## src/rtl/toggle_cover_detect.sv

```systemverilog
// Toggle coverage detector: per-bit rise/fall report pulses plus a sticky covered mask and hit counter.
// Latency: a toggle sampled at edge t is reported on valid_o and counted from t until edge t+1 (one cycle).
// Backpressure: none; the downstream reporter must accept one report word per cycle. en_i low suspends sampling.
//
// Build option: define TOGGLE_COVER_ONCE_EN so that each cover point reports only once per reset/clear epoch.
// Without it, every detected toggle pulses its valid bit. The mask, hit count and all-covered flag behave the
// same way in both builds.

module toggle_cover_detect #(
  parameter  int WIDTH  = 8,
  localparam int POINTS = 2 * WIDTH,
  localparam int CW     = $clog2(POINTS + 1)
) (
  input  logic              clock_i,
  input  logic              reset_i,
  input  logic              en_i,
  input  logic [WIDTH-1:0]  sig_i,
  input  logic              clear_i,
  output logic [POINTS-1:0] valid_o,
  output logic [CW-1:0]     hit_count_o,
  output logic              all_covered_o
);

  // INIT: no previous sample held yet, so no toggle can be judged.
  // RUN:  prev_q holds the last enabled sample.
  typedef enum logic [0:0] {
    ST_INIT = 1'b0,
    ST_RUN  = 1'b1
  } state_e;

  state_e              state_q, state_d;
  logic [WIDTH-1:0]    prev_q, prev_d;
  logic [POINTS-1:0]   mask_q, mask_d;
  logic [POINTS-1:0]   valid_q, valid_d;
  logic [CW-1:0]       hit_q, hit_d;
  logic                all_q, all_d;

  logic [WIDTH-1:0]    rise;
  logic [WIDTH-1:0]    fall;
  logic                sample_run;
  logic [POINTS-1:0]   det;
  logic [POINTS-1:0]   new_bits;
  logic [CW-1:0]       new_cnt;
  logic [CW-1:0]       hit_sum;

  // Edge detection against the held sample; only meaningful when running and enabled.
  always_comb begin
    rise       = ~prev_q & sig_i;
    fall       = prev_q & ~sig_i;
    sample_run = (state_q == ST_RUN) && en_i;
    det        = '0;
    for (int i = 0; i < WIDTH; i++) begin
      det[2*i]   = sample_run & rise[i];
      det[2*i+1] = sample_run & fall[i];
    end
  end

  // Points hit for the first time this epoch, and how many of them there are.
  always_comb begin
    new_bits = det & ~mask_q;
    new_cnt  = '0;
    for (int k = 0; k < POINTS; k++) begin
      new_cnt = new_cnt + CW'(new_bits[k]);
    end
    // Mask bits are only ever newly set once, so the sum is bounded by POINTS.
    hit_sum = hit_q + new_cnt;
  end

  // Next state and next datapath values; clear wins over any detection at the same edge.
  always_comb begin
    state_d = state_q;
    prev_d  = prev_q;
    mask_d  = mask_q;
    valid_d = '0;
    hit_d   = hit_q;
    all_d   = all_q;

    // prev tracks every enabled sample, including the capturing edge in INIT and edges with clear.
    if (en_i) begin
      prev_d = sig_i;
    end

    unique case (state_q)
      ST_INIT: begin
        // First enabled edge only captures; nothing to compare against yet.
        if (en_i) begin
          state_d = ST_RUN;
        end
      end
      ST_RUN: begin
        mask_d = mask_q | det;
        hit_d  = hit_sum;
        all_d  = (hit_sum == CW'(POINTS));
`ifdef TOGGLE_COVER_ONCE_EN
        valid_d = new_bits;
`else
        valid_d = det;
`endif
      end
      default: begin
        state_d = ST_INIT;
      end
    endcase

    if (clear_i) begin
      mask_d  = '0;
      valid_d = '0;
      hit_d   = '0;
      all_d   = 1'b0;
    end
  end

  // State register; reset dominates clear and enable and drops any pending detection.
  always_ff @(posedge clock_i) begin
    if (reset_i) begin
      state_q <= ST_INIT;
      prev_q  <= '0;
      mask_q  <= '0;
      valid_q <= '0;
      hit_q   <= '0;
      all_q   <= 1'b0;
    end else begin
      state_q <= state_d;
      prev_q  <= prev_d;
      mask_q  <= mask_d;
      valid_q <= valid_d;
      hit_q   <= hit_d;
      all_q   <= all_d;
    end
  end

  assign valid_o       = valid_q;
  assign hit_count_o   = hit_q;
  assign all_covered_o = all_q;

endmodule

```

## config.mk

```make
export PLATFORM = sky130hd
export DESIGN_NAME = toggle_cover_detect
export DESIGN_NICKNAME = d
export VERILOG_FILES = /design/src/rtl/toggle_cover_detect.sv
export SDC_FILE = /design/constraint.sdc
export NUM_CORES = 1
export LEC_CHECK = 0
export CAP_MARGIN = 20
export CORE_MARGIN = 2
export CORE_UTILIZATION = 30
export CTS_CLUSTER_SIZE = 30
export DETAILED_ROUTE_END_ITERATION = 10
export SYNTH_ARGS = -nofsm -noshare
export SYNTH_HDL_FRONTEND = slang
export SYNTH_SLANG_ARGS = --single-unit
```

## constraint.sdc

```tcl
create_clock -name clock_i -period 8.6 [get_ports clock_i]
set_input_delay 0.86 -clock clock_i [delete_from_list [all_inputs] [get_ports clock_i]]
set_output_delay 0.86 -clock clock_i [all_outputs]
set_load 0.005 [all_outputs]
```

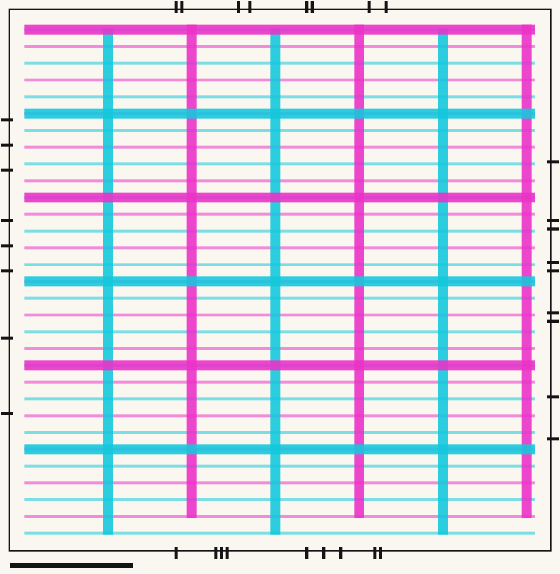
Run 1: power grid
Bar = 20 um. Pins as bars on the die edge.
Key: magenta = VDD; cyan = VSS
34 signal pins sit on the boundary. The core has 30 rows. 6 straps on met4. 6 straps on met5. 31 met1 rails follow the rows.

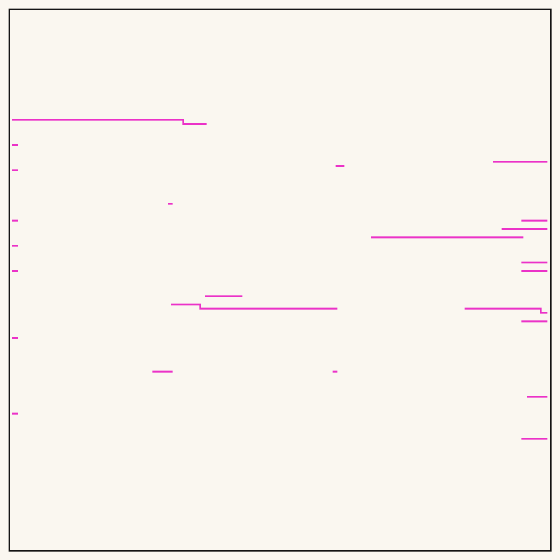
Run 1: the metal 3 layer
The layer holds 4.0% of the routed length. 19 nets have wire on it. The longest straight run is 27.6 um. The layer carries 151 um of wire. The wires run mostly horizontal.
routed vias: 1443
final wirelength: 3.80 mm
met3 Use GR: 2.65%

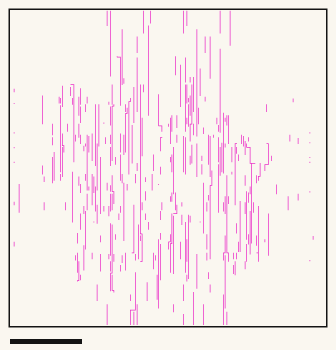
Run 1: met2 routing
Bar = 20 um.
The wires run mostly vertical. The longest straight run is 41.3 um. The layer carries 1690 um of wire.

==> flow_summary.yaml, run 1 <==
# synthesis and place-and-route metrics
power_and_ir_drop:
  p_leak_nw: 1.05
  pg_comb_uw: 44.9
  p_clk_uw: 173
  p_total_uw: 444
  p_int_uw: 339
  p_sw_uw: 105
  irDropWorstVdd_v: 0.0000586
  pwr-share-clk_pct: 39.0
  power-top-group: "registers"
  switching_share_pct: 23.7
drt:
  wl_met3_um: 150
  drt_iter0_drc: 55
  first_pass_iters: 4
  met1Wirelength_mm: 1.88
  ant_nets: 0
  viasPerCell: 4.31
  drc: 0
  wl_met2_mm: 1.69
  wl_per_cell_um: 11.4
  top_layer_used: "met4"
cells_and_area:
  final_area_um2: 2610
  nets: 285
  final_layout_size_suffix_gt1_share_pct: 5.10
  fillers: 681
  fin_util_pct: 38.6
logic_synthesis:
  top_area_cell: "dfxtp_1"
  ys_cells: 222
  common_cells: "nor2_1 (50), dfxtp_1 (47), inv_1 (31)"
  async_flop_share_pct: 0
  synth_cells: 222
  synthTopCellsByArea: "dfxtp_1 (45%), fa_1 (11%), nor2_1 (9.0%), inv_1 (5.6%), mux2i_1 (5.3%)"
  ys.warnings.count: 0
  syn-mean-instance-area_um2: 9.42
  synth-edff-count: 0
  ys_seq_share_pct: 45.0
  ys_types: 25
  ys_chip_area_um2: 2090
  ys.flops: 47
  synth-main-ff-cell: "dfxtp_1"
place:
  place_area_um2: 2490
  dp.cells: 327
  globalplace.congestion: 0.794
  io_buffers: 33
  pre_cts_ws_ns: 2.12
min_path:
  worst_hold_path_type: "register to register"
  hold_start: "mask_q[4]"
  min_to: "mask_q[4]"
global_route:
  use_met2_pct: 15.7
  grt_pass1_wl_mm: 6.49
  antenna_found_initial: 0
  grt_usage_pct: 11.3
  met1_usage_pct: 16.1
timing:
  max_freq_ghz: 0.164
  period_minus_slack_ns: 6.11
  fin_setup_tns_ns: 0
  hold_viol: 0
  tightest_slew_ns: 0.682
  rsz0062_at_grt: "no"
  finalSetupViolations: 0
job:
  warnings: 26
  max-cap-violations: 0
cts:
  cts_hold_buf: 0
  cts_buffers: 5
  root_buffer: "clkbuf_8"
  cts_buffer_depth: 2
  cts_tree: "yes"
  clkSlewWorstSetupHoldPaths_ns: 0.09
  ctsResizeCount: 0
  cts_sinks: 47
  insertion_delay_ns: 0.30
die:
  die_w_um: 87.5
  ios: 34
  die_area_um2: 7660
  fp-utilization_pct: 31.0
critical_path:
  end_kind: "register"
  crit_top_cell: "fa_1"
  crit_cells: 19
  critPathLaunch: "en_i"
  cp_cell_sequence: "clkdlybuf4s50_1 > and2_1 > nand3b_1 > nand2b_1 > fa_1 > inv_1 > fa_1 > inv_1 > fa_1 > inv_1 > fa_1 > fa_1 > inv_1 > fa_1 > nand2b_1 > a21oi_2 > xor2_2 > a21oi_1 > a31o_2"
  cp.required_ns: 8.80
  slowest_delay_ns: 0.85
  crit_path_top_delay_cell: "clkdlybuf4s50_1"
  path_max_fanout: 13
  endpoint: "hit_count_o[4]"
  r2r-end: "hit_count_o[4]"
  r2r_setup_slack_ns: 3.30
  crit_type: "input pin to register"
  reg2reg_from: "state_q"
outcome:
  status: "finished clean"
run 1: layout make-up:
| type | instances | area, um^2 | area share, % |
|---|---|---|---|
| Tap cell | 80 | 100 | 3.83 |
| Timing Repair Buffer | 33 | 330 | 12.6 |
| Inverter | 31 | 116 | 4.46 |
| Clock inverter | 2 | 38.8 | 1.49 |
| Sequential cell | 47 | 941 | 36.0 |
| Multi-Input combinational cell | 136 | 1000 | 38.4 |
| Clock buffer | 6 | 82.6 | 3.16 |
run 1: logic make-up (layout without fill, tap and decap cells):
family,Yosys count,in the layout,share of synthesized area [%]
mux,11,11,5.26
xor+xnor,4,4,2.03
fa+ha+maj,19,19,15.7
buf+inv,39,72,7.12
flops,47,47,45.0
simple gates,82,82,19.0
compound gates,20,20,5.92
Run 1, signal wires by layer:
Bar = 20 um. Two of the layers only.
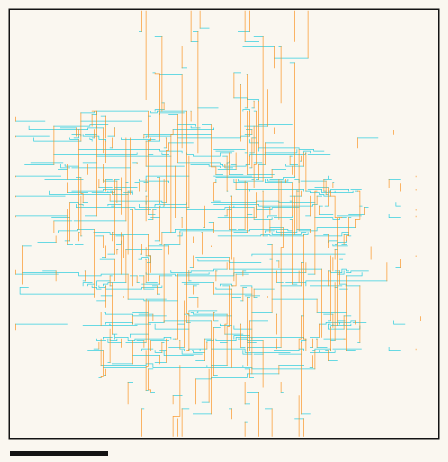

## Run 2: what changed since run 1
clock period = 6 ns   (was 8.6 ns; I/O delays follow)
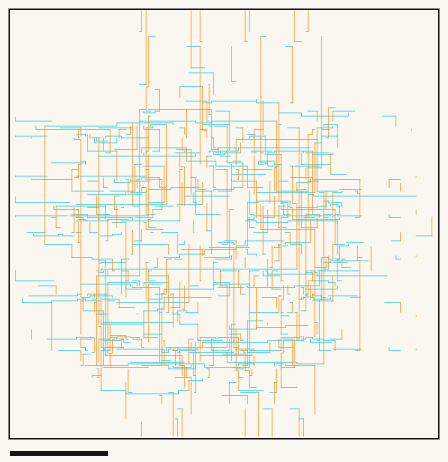
Run 2: signal wires by layer
Bar = 20 um. Two of the layers only.
Key: orange = met2 [wire length 1890 um]; cyan = met1 [wire length 1970 um]

==> run 2 against run 1 <==
Against the previous run:
- clock skew grew 0.0016 ns
- die size did not move
- worst setup slack got worse by 1.8 ns
- via count increased by 3.7%
- utilization shrank 0.13 points
- cell count rose by 0.90%
- first-iteration DRC count is 5.5% higher
- cell area down 0.34%
- synthesized cell count is the same
- non-clock buffer count is 4 higher
- sequential share of layout area increased by 0.12 points
- clock-buffer cell count shrank 1
- critical endpoint unchanged
- highest routed layer unchanged
==> flow_summary.yaml, run 2 <==
# synthesis and place-and-route metrics
logic_synthesis:
  logic_family: "simple AND/OR/NAND/NOR gates"
  synth_cells: 222
  syn-mean-instance-area_um2: 9.42
  ys_seq_share_pct: 45.0
  syn-num-nets: 253
  ys_chip_area_um2: 2090
  synthTopCellsByArea: "dfxtp_1 (45%), fa_1 (11%), nor2_1 (9.0%), inv_1 (5.6%), mux2i_1 (5.3%)"
  synth-simple-area-share_pct: 19.0
  most_common_cell: "nor2_1"
  ys_sh_mux_pct: 5.26
  synthAoiAreaFrac_pct: 5.92
  yosys.area.top_type_share_pct: 45.0
  synth-edff-count: 0
  ys.flops: 47
  async_flop_share_pct: 0
  xor_share_pct: 2.03
  ys_types: 25
  ys.warnings.count: 0
  adder_share_pct: 15.7
  common_cells: "nor2_1 (50), dfxtp_1 (47), inv_1 (31)"
  synth-main-ff-cell: "dfxtp_1"
  top_area_cell: "dfxtp_1"
  ys_cells: 222
  synth_area_um2: 2090
timing:
  max_freq_ghz: 0.187
  maxSlewHeadroom_pct: 53.6
  finalSetupViolations: 0
  hold_viol: 0
  period_minus_slack_ns: 5.36
  finalCritPeriodShare_pct: 89.3
  setup_slack_ns: 0.645
  hold_ws_ns: 0.449
  fin_setup_tns_ns: 0
  clock_skew_ns: 0.00809
  tightest_slew_ns: 0.696
  maxSlewViolCount: 0
  rsz0062_at_grt: "no"
cells_and_area:
  area_growth_pct: 24.4
  final_layout_size_suffix_gt1_share_pct: 6.20
  final_common_cell: "nor2_1"
  num_antenna_cells: 0
  instances_no_fill: 338
  nets: 289
  final_area_um2: 2600
  fillers: 693
  fin_util_pct: 38.5
  mostFrequentLayoutCells: "nor2_1 (50), dfxtp_1 (47), clkdlybuf4s50_1 (33), inv_1 (31), a21oi_1 (15)"
cts:
  cts_buffer_depth: 2
  root_buffer: "clkbuf_8"
  cts_sinks: 47
  cts_buffers: 5
  ctsResizeCount: 0
  cts_hold_buf: 0
  postCtsSetupBuffers: 0
  cts_max_level: 2
  cts_tree: "yes"
  clkSlewWorstSetupHoldPaths_ns: 0.08
  insertion_delay_ns: 0.30
power_and_ir_drop:
  pwr-share-clk_pct: 31.9
  pg_comb_uw: 69.1
  p_sw_uw: 146
  p_int_uw: 431
  switching_share_pct: 25.3
  power.density_nw_per_um2: 222
  power_sequential_uw: 324
  power-top-group: "registers"
  combPwrFrac_pct: 12.0
  p_seq_share_pct: 56.1
  p_total_uw: 577
  p_clk_uw: 184
  p_leak_nw: 1.06
critical_path:
  reg2reg_from: "state_q"
  crit_path_top_delay_cell: "fa_1"
  slowest_delay_ns: 0.56
  crit_top_cell: "fa_1"
  rr_worst_depth: 18
  crit_type: "input pin to register"
  cp.required_ns: 6.19
  r2r_setup_slack_ns: 0.77
  end_kind: "register"
  critPathArrivalTime_ns: 5.55
  r2r-end: "hit_count_o[4]"
  endpoint: "hit_count_o[4]"
  path_max_fanout: 8
  critPathLaunch: "en_i"
  setup.worst_path.start_class: "input pin"
  cp_cell_sequence: "clkdlybuf4s50_1 > and2_1 > buf_4 > nand3b_1 > nor2_1 > fa_1 > inv_1 > fa_1 > fa_1 > inv_1 > fa_1 > fa_1 > inv_1 > fa_1 > nand2b_1 > a21oi_2 > xor2_2 > a21oi_1 > a31o_2"
outcome:
  status: "finished clean"
place:
  globalplace.congestion: 0.742
  pre_cts_ws_ns: 0.316
  io_buffers: 33
  dp.cells: 331
  hpwl_mm: 3.06
  place_area_um2: 2520
drt:
  drt_iter0_drc: 58
  wl_met2_mm: 1.89
  wl_met3_um: 161
  ant_nets: 0
  finalWirelength_mm: 4.09
  met1Wirelength_mm: 1.97
  wl_per_cell_um: 12.1
  first_pass_iters: 4
  top_layer_used: "met4"
  dr_total_vias: 1496
  drc: 0
  viasPerCell: 4.43
die:
  die_w_um: 87.5
  ios: 34
  die_area_um2: 7660
  rows: 30
  fp-utilization_pct: 31.0
min_path:
  min_to: "mask_q[8]"
  worst_hold_path_type: "register to register"
  hold_start: "mask_q[8]"
  hold_depth: 2
global_route:
  grt_usage_pct: 11.5
  overflow: 0
  use_met2_pct: 17.6
  grt_busiest_layer: "met2"
  grt_pass1_wl_mm: 6.69
  met1_usage_pct: 15.6
  grt_max_degree: 38
  grtUsageMet3_pct: 2.65
  antenna_found_initial: 0
  grt_pass1_vias: 1428
job:
  max-cap-violations: 0
  warnings: 26
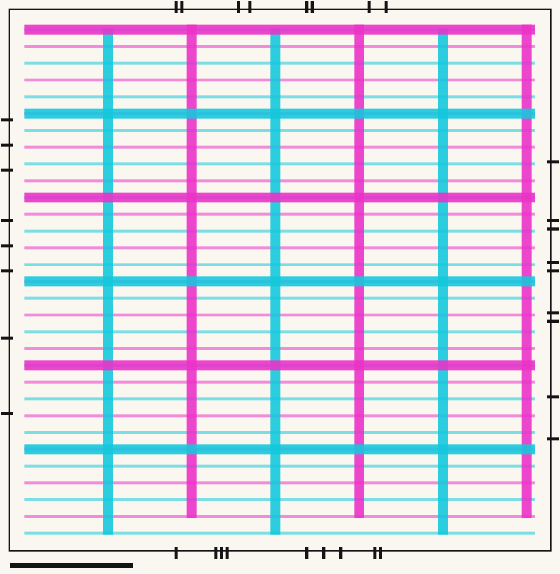
Run 2: power grid
Bar = 20 um. Pins as bars on the die edge.
Key: cyan = VSS; magenta = VDD
The core has 30 rows. 34 signal pins sit on the boundary. 31 met1 rails follow the rows.
CORE AREA: 6760 um^2
die y size: 87.5 um
VDD IR max: 0.0000821 V

run 2: cell count changes in the layout (fill, tap and decap cells not counted), sizes merged:
cell,previous run,this run
clkinv,0,2
buf,0,4
bufinv,1,0
clkbuf,6,5
inv,32,31
run 2: cell type report:
class	instances	area, um^2	area share [%]
Tap cell	80	100	3.85
Clock buffer	5	68.8	2.64
Sequential cell	47	941	36.2
Clock inverter	2	13.8	0.529
Multi-Input combinational cell	136	1000	38.5
Timing Repair Buffer	37	360	13.8
Inverter	31	116	4.47
run 2: worst max-delay path, delay by kind of cell:
family | cells | cell delay, ns
buf+inv | 5 | 0.92
fa+ha+maj | 6 | 2.57
xor+xnor | 1 | 0.21
compound gates | 3 | 0.48
simple gates | 4 | 0.75
Power is estimated from default activity; no workload was simulated.
